`config.mk`:
```
export PLATFORM = sky130hd
export DESIGN_NAME = mem_port_arbiter
export DESIGN_NICKNAME = d
export VERILOG_FILES = /design/src/rtl/mem_port_arbiter.sv
export SDC_FILE = /design/constraint.sdc
export NUM_CORES = 1
export LEC_CHECK = 0
export CORE_ASPECT_RATIO = 1.4
export CORE_MARGIN = 2
export CORE_UTILIZATION = 35
export DETAILED_ROUTE_END_ITERATION = 12
export HOLD_SLACK_MARGIN = 0.03
export PLACE_DENSITY = 0.95
export REMOVE_ABC_BUFFERS = 1
export SYNTH_ARGS = -nofsm -noshare
export SYNTH_HDL_FRONTEND = slang
export SYNTH_SLANG_ARGS = --single-unit
```
`constraint.sdc`:
```
create_clock -name clk -period 3.45 [get_ports clk]
set_input_delay 1.035 -clock clk [delete_from_list [all_inputs] [get_ports clk]]
set_output_delay 1.035 -clock clk [all_outputs]
set_load 0.005 [all_outputs]
```
`src/rtl/mem_port_arbiter.sv`:
```
// ---------------------------------------------------------------------------
// mem_port_arbiter
//
// Shares one single-port synchronous memory between three requesters:
// instruction fetch (IF), load reads (LD) and store writes (ST). One command
// is issued per cycle. Grants and the memory command are registered. Each
// read is tagged with its owner so that the returned word reaches the right
// requester. The word returns in the cycle after the command.
//
// Priority is ST > LD > IF. A saturating starvation counter lifts IF to the
// top priority after STARVE_LIMIT consecutive cycles in which IF was
// eligible but not granted.
//
// Ports:
//   clk, reset                      clock and synchronous active-high reset
//   if_req/if_addr -> if_gnt        fetch request and grant pulse
//   if_rvalid/if_rdata              fetch read return
//   ld_req/ld_addr -> ld_gnt        load request and grant pulse
//   ld_rvalid/ld_rdata              load read return
//   st_req/st_addr/st_wdata         store request; st_gnt grant pulse
//   flush                           branch taken: blocks a new fetch grant
//                                   and cancels the return of an issued fetch
//   mem_en/mem_we/mem_addr/mem_wdata  registered memory command
//   mem_rdata                       memory data, valid the cycle after mem_en
//   if_boost                        starvation boost active
// ---------------------------------------------------------------------------
module mem_port_arbiter #(
    parameter int ADDR_W       = 11,
    parameter int DATA_W       = 32,
    parameter int STARVE_LIMIT = 4
) (
    input  logic              clk,
    input  logic              reset,
    input  logic              if_req,
    input  logic [ADDR_W-1:0] if_addr,
    output logic              if_gnt,
    output logic              if_rvalid,
    output logic [DATA_W-1:0] if_rdata,
    input  logic              ld_req,
    input  logic [ADDR_W-1:0] ld_addr,
    output logic              ld_gnt,
    output logic              ld_rvalid,
    output logic [DATA_W-1:0] ld_rdata,
    input  logic              st_req,
    input  logic [ADDR_W-1:0] st_addr,
    input  logic [DATA_W-1:0] st_wdata,
    output logic              st_gnt,
    input  logic              flush,
    output logic              mem_en,
    output logic              mem_we,
    output logic [ADDR_W-1:0] mem_addr,
    output logic [DATA_W-1:0] mem_wdata,
    input  logic [DATA_W-1:0] mem_rdata,
    output logic              if_boost
);

    localparam int CNT_W  = $clog2(STARVE_LIMIT + 1);
    localparam int REQ_IF = 0;
    localparam int REQ_LD = 1;
    localparam int REQ_ST = 2;

    typedef enum logic [1:0] {
        OWN_NONE = 2'd0,
        OWN_IF   = 2'd1,
        OWN_LD   = 2'd2
    } owner_t;

    logic [2:0]        req;
    logic [2:0]        elig;
    logic [2:0]        gnt_reg, gnt_next;
    logic              mem_en_reg, mem_en_next;
    logic              mem_we_reg, mem_we_next;
    logic [ADDR_W-1:0] mem_addr_reg, mem_addr_next;
    logic [DATA_W-1:0] mem_wdata_reg, mem_wdata_next;
    logic [CNT_W-1:0]  starve_cnt_reg, starve_cnt_next;
    logic              boost_reg, boost_next;
    owner_t            cmd_owner_reg, cmd_owner_next;
    owner_t            ret_owner_reg, ret_owner_next;

    assign req = {st_req, ld_req, if_req};

    // A registered grant masks its own requester for one cycle. This lets
    // the requester see the grant before it is considered again.
    genvar gi;
    generate
        for (gi = 0; gi < 3; gi++) begin : g_elig
            if (gi == REQ_IF) begin : g_if
                assign elig[gi] = req[gi] & ~gnt_reg[gi] & ~flush;
            end else begin : g_other
                assign elig[gi] = req[gi] & ~gnt_reg[gi];
            end
        end
    endgenerate

    always_comb begin
        gnt_next        = '0;
        mem_addr_next   = mem_addr_reg;
        mem_wdata_next  = mem_wdata_reg;
        cmd_owner_next  = OWN_NONE;
        starve_cnt_next = starve_cnt_reg;

        // Winner selection: a boosted, eligible fetch pre-empts everything.
        if (boost_reg && elig[REQ_IF]) begin
            gnt_next[REQ_IF] = 1'b1;
        end else if (elig[REQ_ST]) begin
            gnt_next[REQ_ST] = 1'b1;
        end else if (elig[REQ_LD]) begin
            gnt_next[REQ_LD] = 1'b1;
        end else if (elig[REQ_IF]) begin
            gnt_next[REQ_IF] = 1'b1;
        end

        // A read winner leaves mem_wdata unchanged.
        if (gnt_next[REQ_ST]) begin
            mem_addr_next  = st_addr;
            mem_wdata_next = st_wdata;
        end else if (gnt_next[REQ_LD]) begin
            mem_addr_next  = ld_addr;
            cmd_owner_next = OWN_LD;
        end else if (gnt_next[REQ_IF]) begin
            mem_addr_next  = if_addr;
            cmd_owner_next = OWN_IF;
        end

        mem_en_next = |gnt_next;
        mem_we_next = gnt_next[REQ_ST];

        // The counter runs only while a fetch is continuously wanted. It
        // holds when IF is ineligible for other reasons (flush, own-grant
        // mask).
        if (!if_req || gnt_next[REQ_IF]) begin
            starve_cnt_next = '0;
        end else if (elig[REQ_IF] && (starve_cnt_reg != CNT_W'(STARVE_LIMIT))) begin
            starve_cnt_next = starve_cnt_reg + CNT_W'(1);
        end
        boost_next = (starve_cnt_next == CNT_W'(STARVE_LIMIT));

        // A flush that arrives while a fetch command is on the bus kills
        // that fetch's return. The memory access itself still happens.
        if ((cmd_owner_reg == OWN_IF) && flush) begin
            ret_owner_next = OWN_NONE;
        end else begin
            ret_owner_next = cmd_owner_reg;
        end
    end

    always_ff @(posedge clk) begin
        if (reset) begin
            gnt_reg        <= '0;
            mem_en_reg     <= 1'b0;
            mem_we_reg     <= 1'b0;
            mem_addr_reg   <= '0;
            mem_wdata_reg  <= '0;
            starve_cnt_reg <= '0;
            boost_reg      <= 1'b0;
            cmd_owner_reg  <= OWN_NONE;
            ret_owner_reg  <= OWN_NONE;
        end else begin
            gnt_reg        <= gnt_next;
            mem_en_reg     <= mem_en_next;
            mem_we_reg     <= mem_we_next;
            mem_addr_reg   <= mem_addr_next;
            mem_wdata_reg  <= mem_wdata_next;
            starve_cnt_reg <= starve_cnt_next;
            boost_reg      <= boost_next;
            cmd_owner_reg  <= cmd_owner_next;
            ret_owner_reg  <= ret_owner_next;
        end
    end

    assign if_gnt    = gnt_reg[REQ_IF];
    assign ld_gnt    = gnt_reg[REQ_LD];
    assign st_gnt    = gnt_reg[REQ_ST];
    assign mem_en    = mem_en_reg;
    assign mem_we    = mem_we_reg;
    assign mem_addr  = mem_addr_reg;
    assign mem_wdata = mem_wdata_reg;
    assign if_boost  = boost_reg;

    // Both read ports see the memory word directly. Only rvalid says whose
    // word it is.
    assign if_rvalid = (ret_owner_reg == OWN_IF);
    assign ld_rvalid = (ret_owner_reg == OWN_LD);
    assign if_rdata  = mem_rdata;
    assign ld_rdata  = mem_rdata;

endmodule

```
==> flow report, run 1 <==
WORST SETUP PATH
--------------------------------------------------------------------------------------------------------
Reg-to-reg endpoint                                                                          mem_addr[5]
Critical path cell sequence                                                                 clkdlybuf4s50_1 -> nor3b_4 -> a221oi_4 -> mux2i_1 -> a21oi_1
Required time at the endpoint of the critical path                                               3.64 ns
Flop-to-flop setup slack                                                                         1.70 ns
Classification of the worst setup path                                                         in -> reg

DIE
--------------------------------------------------------------------------------------------------------
Die Height                                                                                        107 µm
Row Count                                                                                             37

CTS
--------------------------------------------------------------------------------------------------------
CTS sink count                                                                                        55
CTS tree                                                                                            done
Number of setup buffers added after CTS                                                                0
Number of buffers on the longest clock path                                                            2
Number of buffers added to fix hold violations after cts                                               0
Post-CTS clock slew at the launch and capture registers of the worst setup and hold paths        0.10 ns

FINAL LAYOUT
--------------------------------------------------------------------------------------------------------
Most frequent logic cells in the routed design                                              sky130_fd_sc_hd__clkdlybuf4s50_1 (121), sky130_fd_sc_hd__nand2_1 (67), sky130_fd_sc_hd__dfxtp_1 (55), sky130_fd_sc_hd__a21oi_1 (45), sky130_fd_sc_hd__mux2i_1 (13)
Number of flip-flops under the largest register name                                                  32
Total number of nets in the final design                                                             465
Share of layout cells above drive strength 1                                                      0.0471

FINAL TIMING
--------------------------------------------------------------------------------------------------------
Tmin final                                                                                       2.59 ns
Transition time at the pin with the least slew margin                                           0.831 ns
Setup repair after global routing missed its margin                                                false
Post-Route Skew                                                                                0.0126 ns
Setup TNS after final layout                                                                        0 ns
Upper clock frequency limit                                                                      386 MHz

POWER AND IR DROP
--------------------------------------------------------------------------------------------------------
Power density of the placed cells                                                             377 nW/µm²

ROUTING
--------------------------------------------------------------------------------------------------------
Routed wire per std cell                                                                         19.9 µm
Starting DRT DRC Count                                                                                71
Total wirelength of the detailed-routed design                                                   9.10 mm

WORST HOLD PATH
--------------------------------------------------------------------------------------------------------
Worst hold path class                                                                         reg -> reg
Hold path start                                                                             mem_wdata[26]

STATUS
--------------------------------------------------------------------------------------------------------
Run status                                                                                  finished, final reports clean

SYNTHESIS
--------------------------------------------------------------------------------------------------------
Number of instances in the synthesized netlist                                                       309
Synthesized area per cell                                                                       8.64 µm²
Fraction of the yosys area taken by sequential cells                                               0.413
Mapped cell area                                                                                2670 µm²

GLOBAL ROUTE
--------------------------------------------------------------------------------------------------------
Global-route wire length before repair                                                           13.1 mm

PLACEMENT
--------------------------------------------------------------------------------------------------------
Final HPWL DP                                                                                    7.40 mm

-- run 1: synth_stat cells (all sizes together) --
cell / n / area [µm²]
nand2: 67 / 251
ha: 2 / 25.0
nor2: 5 / 18.8
or3b: 1 / 8.76
a21o: 1 / 7.51
xnor2: 1 / 8.76
nor3: 2 / 10.0
a311oi: 1 / 8.76
and3b: 1 / 8.76
a221oi: 1 / 26.3
clkbuf: 4 / 15.0
a31oi: 1 / 6.26
and3: 1 / 6.26
o22ai: 1 / 6.26
o21ai: 1 / 5.00
and2: 3 / 18.8
nor3b: 1 / 18.8
inv: 4 / 15.0
o211ai: 1 / 7.51
nand2b: 3 / 18.8
o221ai: 11 / 96.3
mux2i: 13 / 130
buf: 78 / 591
a21oi: 46 / 230
nand3: 1 / 10.0
dfxtp: 55 / 1100
nor2b: 3 / 18.8
-- run 1: cells by family (layout without fill, tap and decap cells) --
group	count (synthesis)	count (layout)	share of synthesized area
simple gates	88	88	0.146
buf+inv	86	138	0.233
compound gates	64	64	0.148
flops	55	55	0.413
mux	13	13	0.0488
fa+ha+maj	2	2	0.00937
xor+xnor	1	1	0.00328
-- run 1: critical path, delay by kind of cell --
family / cells / cell delay, ns
buffers and inverters: 1 / 0.44
AOI/OAI and AO/OA: 2 / 0.81
and+or+nand+nor: 1 / 0.20
muxes: 1 / 0.29
-- run 1: through the flow --
step	instances	setup WS (ns)	hold slack, ns
after floorplan	227	0.741	0.429
after global placement	450	0.624	0.442
after detailed placement	450	0.526	0.445
after CTS	458	0.865	0.461
after global routing	458	0.754	0.486
final	458	0.858	0.461
-- run 1: report_power, final --
| group | internal, mW | switching [mW] |
|---|---|---|
| clock network | 0.144 | 0.209 |
| registers | 0.674 | 0.0216 |
| logic | 0.174 | 0.108 |
| total | 0.991 | 0.339 |
-- run 1: how the worst min path moves through the flow --
stage                        to  slack [ns]  depth (start not counted)
2_1_floorplan  ret_owner_reg[1]        0.43                          1
3_3_place_gp      mem_wdata[24]        0.44                          2
3_5_place_dp   ret_owner_reg[0]        0.45                          1
4_1_cts           mem_wdata[26]        0.46                          2
5_1_grt           mem_wdata[25]        0.49                          2
6_report          mem_wdata[26]        0.46                          2
-- run 1: cell type report --
type,count,area (µm²)
Timing Repair Buffer,126,1250
Fill cell,688,3840
Clock buffer,5,68.8
Sequential cell,55,1100
Inverter,4,15.0
Multi-Input combinational cell,168,951
Clock inverter,3,18.8
Tap cell,97,121
-- run 1: metal layers --
| metal | part of all wire | track usage | vias to the layer above |
|---|---|---|---|
| met1 | 0.33 | 0.199 | 1040 |
| li1 | - | - | 1064 |
| met3 | 0.18 | 0.168 | 6 |
| met2 | 0.48 | 0.346 | 182 |
| met5 | 0 | 0.0533 | - |
| met4 | 0.0082 | 0.0459 | 0 |
run_1/cell_density.png
8 x 11 tiles, from white (low) to dark blue (high), 0 to 100% covered.
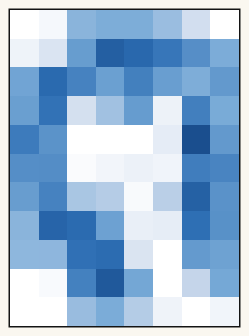
tiles over 75% full: 10%
fullest tile: 88%
nearly empty tiles: 13%
effective utilization at floorplan: 0.363
core area: 7360 µm²
fraction of the core area covered by cells at the end of the flow: 0.479

run_1/io_placement.png
Pins as bars across the die edge, other pins in gray.
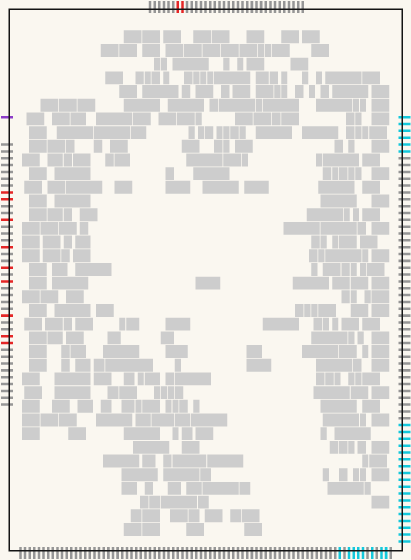
| color | port | pins | direction | edge |
|---|---|---|---|---|
| purple | `clk` | 1 | input | west |
| cyan | `mem_rdata` | 32 | input | 24 east, 8 south |
| red | `mem_addr` | 11 | output | 9 west, 2 north |

run_1/clk_routes.png
Scale bar: 20 µm.
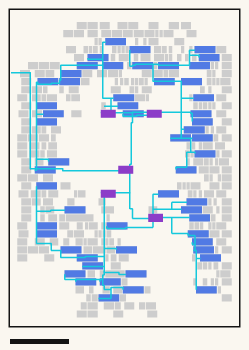
[blue] flip-flops | count: 55
[cyan] clock wires | length: 615 µm
[purple] clock drivers | count: 5
flops lie: widely spread
routed clock nets: 6

run_1/layer_met3.png
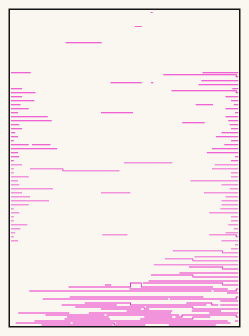
nets with wire on the layer: 117
longest straight run: 65.3 µm
main direction: horizontal
wire length on this layer: 1610 µm
total vias in the final route: 2292
Global Route met3 Usage: 0.168

==> run 1 -> run 2 <==
--- a/config.mk
+++ b/config.mk
@@ -7,10 +7,10 @@
 export LEC_CHECK = 0
 export CORE_ASPECT_RATIO = 1.4
 export CORE_MARGIN = 2
-export CORE_UTILIZATION = 35
+export CORE_UTILIZATION = 33
 export DETAILED_ROUTE_END_ITERATION = 12
 export HOLD_SLACK_MARGIN = 0.03
-export PLACE_DENSITY = 0.95
+export PLACE_DENSITY = 0.93
 export REMOVE_ABC_BUFFERS = 1
 export SYNTH_ARGS = -nofsm -noshare
 export SYNTH_HDL_FRONTEND = slang
==> constraint.sdc (replaced) <==
create_clock -name clk -period 2.5 [get_ports clk]
set_input_delay 0.75 -clock clk [delete_from_list [all_inputs] [get_ports clk]]
set_output_delay 0.75 -clock clk [all_outputs]
set_load 0.005 [all_outputs]
==> run 2 against run 1 <==
Net effect: synthesized cell count unchanged; combinational power grew 43%; via count grew 2.5%; clock power increased by 72%; critical path depth stayed put; register-to-register slack got worse by 0.78 ns; setup slack got worse by 0.49 ns; final area up 2.5%; power increased by 48%.
==> flow report, run 2 <==
SYNTHESIS
--------------------------------------------------------------------------------------------------------
Top cell type's share of synthesized area                                                          0.413
Share of flip-flops with an asynchronous set or reset after synthesis                                  0
Number of instances in the synthesized netlist                                                       309
Main area contributors                                                                      sky130_fd_sc_hd__dfxtp_1 (41%), sky130_fd_sc_hd__buf_4 (20%), sky130_fd_sc_hd__nand2_1 (9.4%)
Most frequent cells after synthesis                                                         sky130_fd_sc_hd__buf_4 (70), sky130_fd_sc_hd__nand2_1 (67), sky130_fd_sc_hd__dfxtp_1 (55)
Flip-flops with a built-in enable                                                                      0
Synthesized area per cell                                                                       8.64 µm²
Fraction of the yosys area taken by sequential cells                                               0.413
Leading cell type by number of instances after synthesis                                    sky130_fd_sc_hd__buf_4
Mapped cell area                                                                                2670 µm²
Top FF cell, synth                                                                          sky130_fd_sc_hd__dfxtp_1

FINAL TIMING
--------------------------------------------------------------------------------------------------------
Setup TNS after final layout                                                                        0 ns
Upper clock frequency limit                                                                      470 MHz
Setup repair after global routing missed its margin                                                false
Tmin final                                                                                       2.13 ns
Transition time at the pin with the least slew margin                                           0.388 ns

ROUTING
--------------------------------------------------------------------------------------------------------
Starting DRT DRC Count                                                                               125
Post-route met1 wirelength                                                                       2.87 mm
Routed wire per std cell                                                                         19.2 µm
Total wirelength of the detailed-routed design                                                   8.94 mm
Met2 wirelength from detailed routing                                                            4.06 mm
Highest metal layer with signal wires                                                               met5
Total vias in the final route                                                                       2350
Total met3 wirelength after detailed routing                                                     1.75 mm

CTS
--------------------------------------------------------------------------------------------------------
CTS sink count                                                                                        55
CTS tree                                                                                            done
Number of buffers on the longest clock path                                                            2
Number of setup buffers added after CTS                                                                0
Post-CTS clock slew at the launch and capture registers of the worst setup and hold paths        0.10 ns

DIE
--------------------------------------------------------------------------------------------------------
Die Height                                                                                        110 µm
Core area                                                                                       7800 µm²

WORST HOLD PATH
--------------------------------------------------------------------------------------------------------
Cell depth of the worst min-delay path                                                                 2
Hold path start                                                                             mem_wdata[1]

FINAL LAYOUT
--------------------------------------------------------------------------------------------------------
Most frequent logic cells in the routed design                                              sky130_fd_sc_hd__clkdlybuf4s50_1 (121), sky130_fd_sc_hd__nand2_1 (67), sky130_fd_sc_hd__dfxtp_1 (55), sky130_fd_sc_hd__a21oi_1 (45), sky130_fd_sc_hd__mux2i_1 (13)
Total number of nets in the final design                                                             469
Flop area                                                                                       1100 µm²
Fraction of the core area covered by cells at the end of the flow                                  0.463
Combinational gate area                                                                          951 µm²
Filler cell count                                                                                    750
Share of layout cells above drive strength 1                                                      0.0575

WORST SETUP PATH
--------------------------------------------------------------------------------------------------------
Critical path cell sequence                                                                 clkdlybuf4s50_1 -> or3b_1 -> o21ai_0 -> o22ai_1 -> and3b_1
Classification of the worst setup path                                                         in -> reg
Buffer and inverter count on the worst path                                                            1
Crit-path leading delay family                                                              simple AND/OR/NAND/NOR gates
Flop-to-flop setup slack                                                                         0.92 ns

GLOBAL ROUTE
--------------------------------------------------------------------------------------------------------
Global-route wire length before repair                                                           13.0 mm

POWER AND IR DROP
--------------------------------------------------------------------------------------------------------
Power density of the placed cells                                                             544 nW/µm²

PLACEMENT
--------------------------------------------------------------------------------------------------------
Minimum setup slack after placement                                                            0.0774 ns

STATUS
--------------------------------------------------------------------------------------------------------
Run status                                                                                  finished, final reports clean

[run 2: netlist changes by cell type in the layout (fill, tap and decap cells not counted)]
cell                        delta
sky130_fd_sc_hd__inv_6         -1
sky130_fd_sc_hd__bufinv_16     +1
sky130_fd_sc_hd__buf_12        +2
sky130_fd_sc_hd__clkinv_2      -1
sky130_fd_sc_hd__clkbuf_8      +1
sky130_fd_sc_hd__buf_4         +2
[run 2: stage by stage]
step,cells,hold WS (ns)
final,465,0.457
after detailed placement,457,0.446
after global routing,465,0.476
after CTS,465,0.458
after global placement,457,0.443
after floorplan,227,0.429
[run 2: per-layer routing]
| metal | global-route usage | vias up |
|---|---|---|
| met2 | 0.314 | 198 |
| met5 | 0.100 | - |
| met1 | 0.179 | 1066 |
| li1 | - | 1071 |
| met3 | 0.168 | 11 |
| met4 | 0.0508 | 4 |
[run 2: logic make-up (layout without fill, tap and decap cells)]
family                     Yosys count  count (layout)  share of synthesized area
and+or+nand+nor                     88              88                      0.146
buffers and inverters               86             142                      0.233
AOI/OAI and AO/OA                   64              64                      0.148
DFF                                 55              55                      0.413
muxes                               13              13                     0.0488
adders and majority gates            2               2                    0.00937
xor gates and xnor gates             1               1                    0.00328
[run 2: layout make-up]
| type | count | share of cell area |
|---|---|---|
| Clock buffer | 6 | 0.0229 |
| Clock inverter | 2 | 0.00970 |
| Timing Repair Buffer | 130 | 0.361 |
| Multi-Input combinational cell | 168 | 0.263 |
| Sequential cell | 55 | 0.305 |
| Tap cell | 100 | 0.0346 |
| Inverter | 4 | 0.00416 |
[run 2: how the worst max path moves through the flow]
stage                     startpoint           to  depth (start not counted)
final                         if_req     if_boost                          5
after global routing          if_req     if_boost                          5
after CTS                   if_boost     if_boost                          1
after detailed placement       flush     if_boost                          4
after global placement         flush     if_boost                          4
after floorplan               if_req  mem_addr[0]                          4
[run 2: worst register-to-register path: cells and delay by family, from the launching register on]
family	cells	cell delay, ns
AND/OR/NAND/NOR	2	0.73
flip-flops	1	0.36
AND-OR/OR-AND	2	0.38
[run 2: power by group]
part / internal [mW] / switching [mW] / leakage (nW)
Sequential: 0.930 / 0.0286 / 0.453
Combinational: 0.250 / 0.151 / 0.835
Clock: 0.324 / 0.280 / 0.0612
run_2/clk_routes.png
Scale bar: 20 µm.
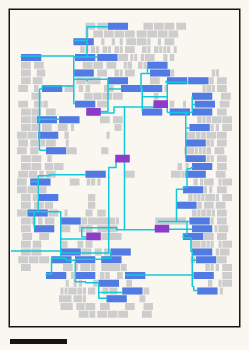
clock network fraction of design power: 0.308
Insertion Delay late pin: 0.31 ns
clock network power consumption: 0.604 mW
Post-Route Skew: 0.0159 ns

run_2/io_placement.png
Pins as bars across the die edge, other pins in gray.
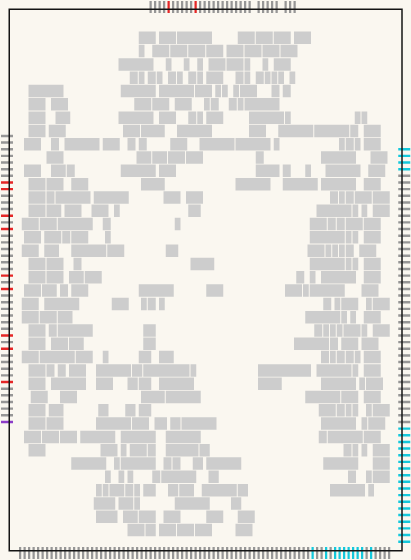
| color | port | pins | direction | edge |
|---|---|---|---|---|
| purple | `clk` | 1 | input | west |
| cyan | `mem_rdata` | 32 | input | 22 east, 10 south |
| red | `mem_addr` | 11 | output | 9 west, 2 north |

No activity file was given, so power comes from the tool's default toggle rates.
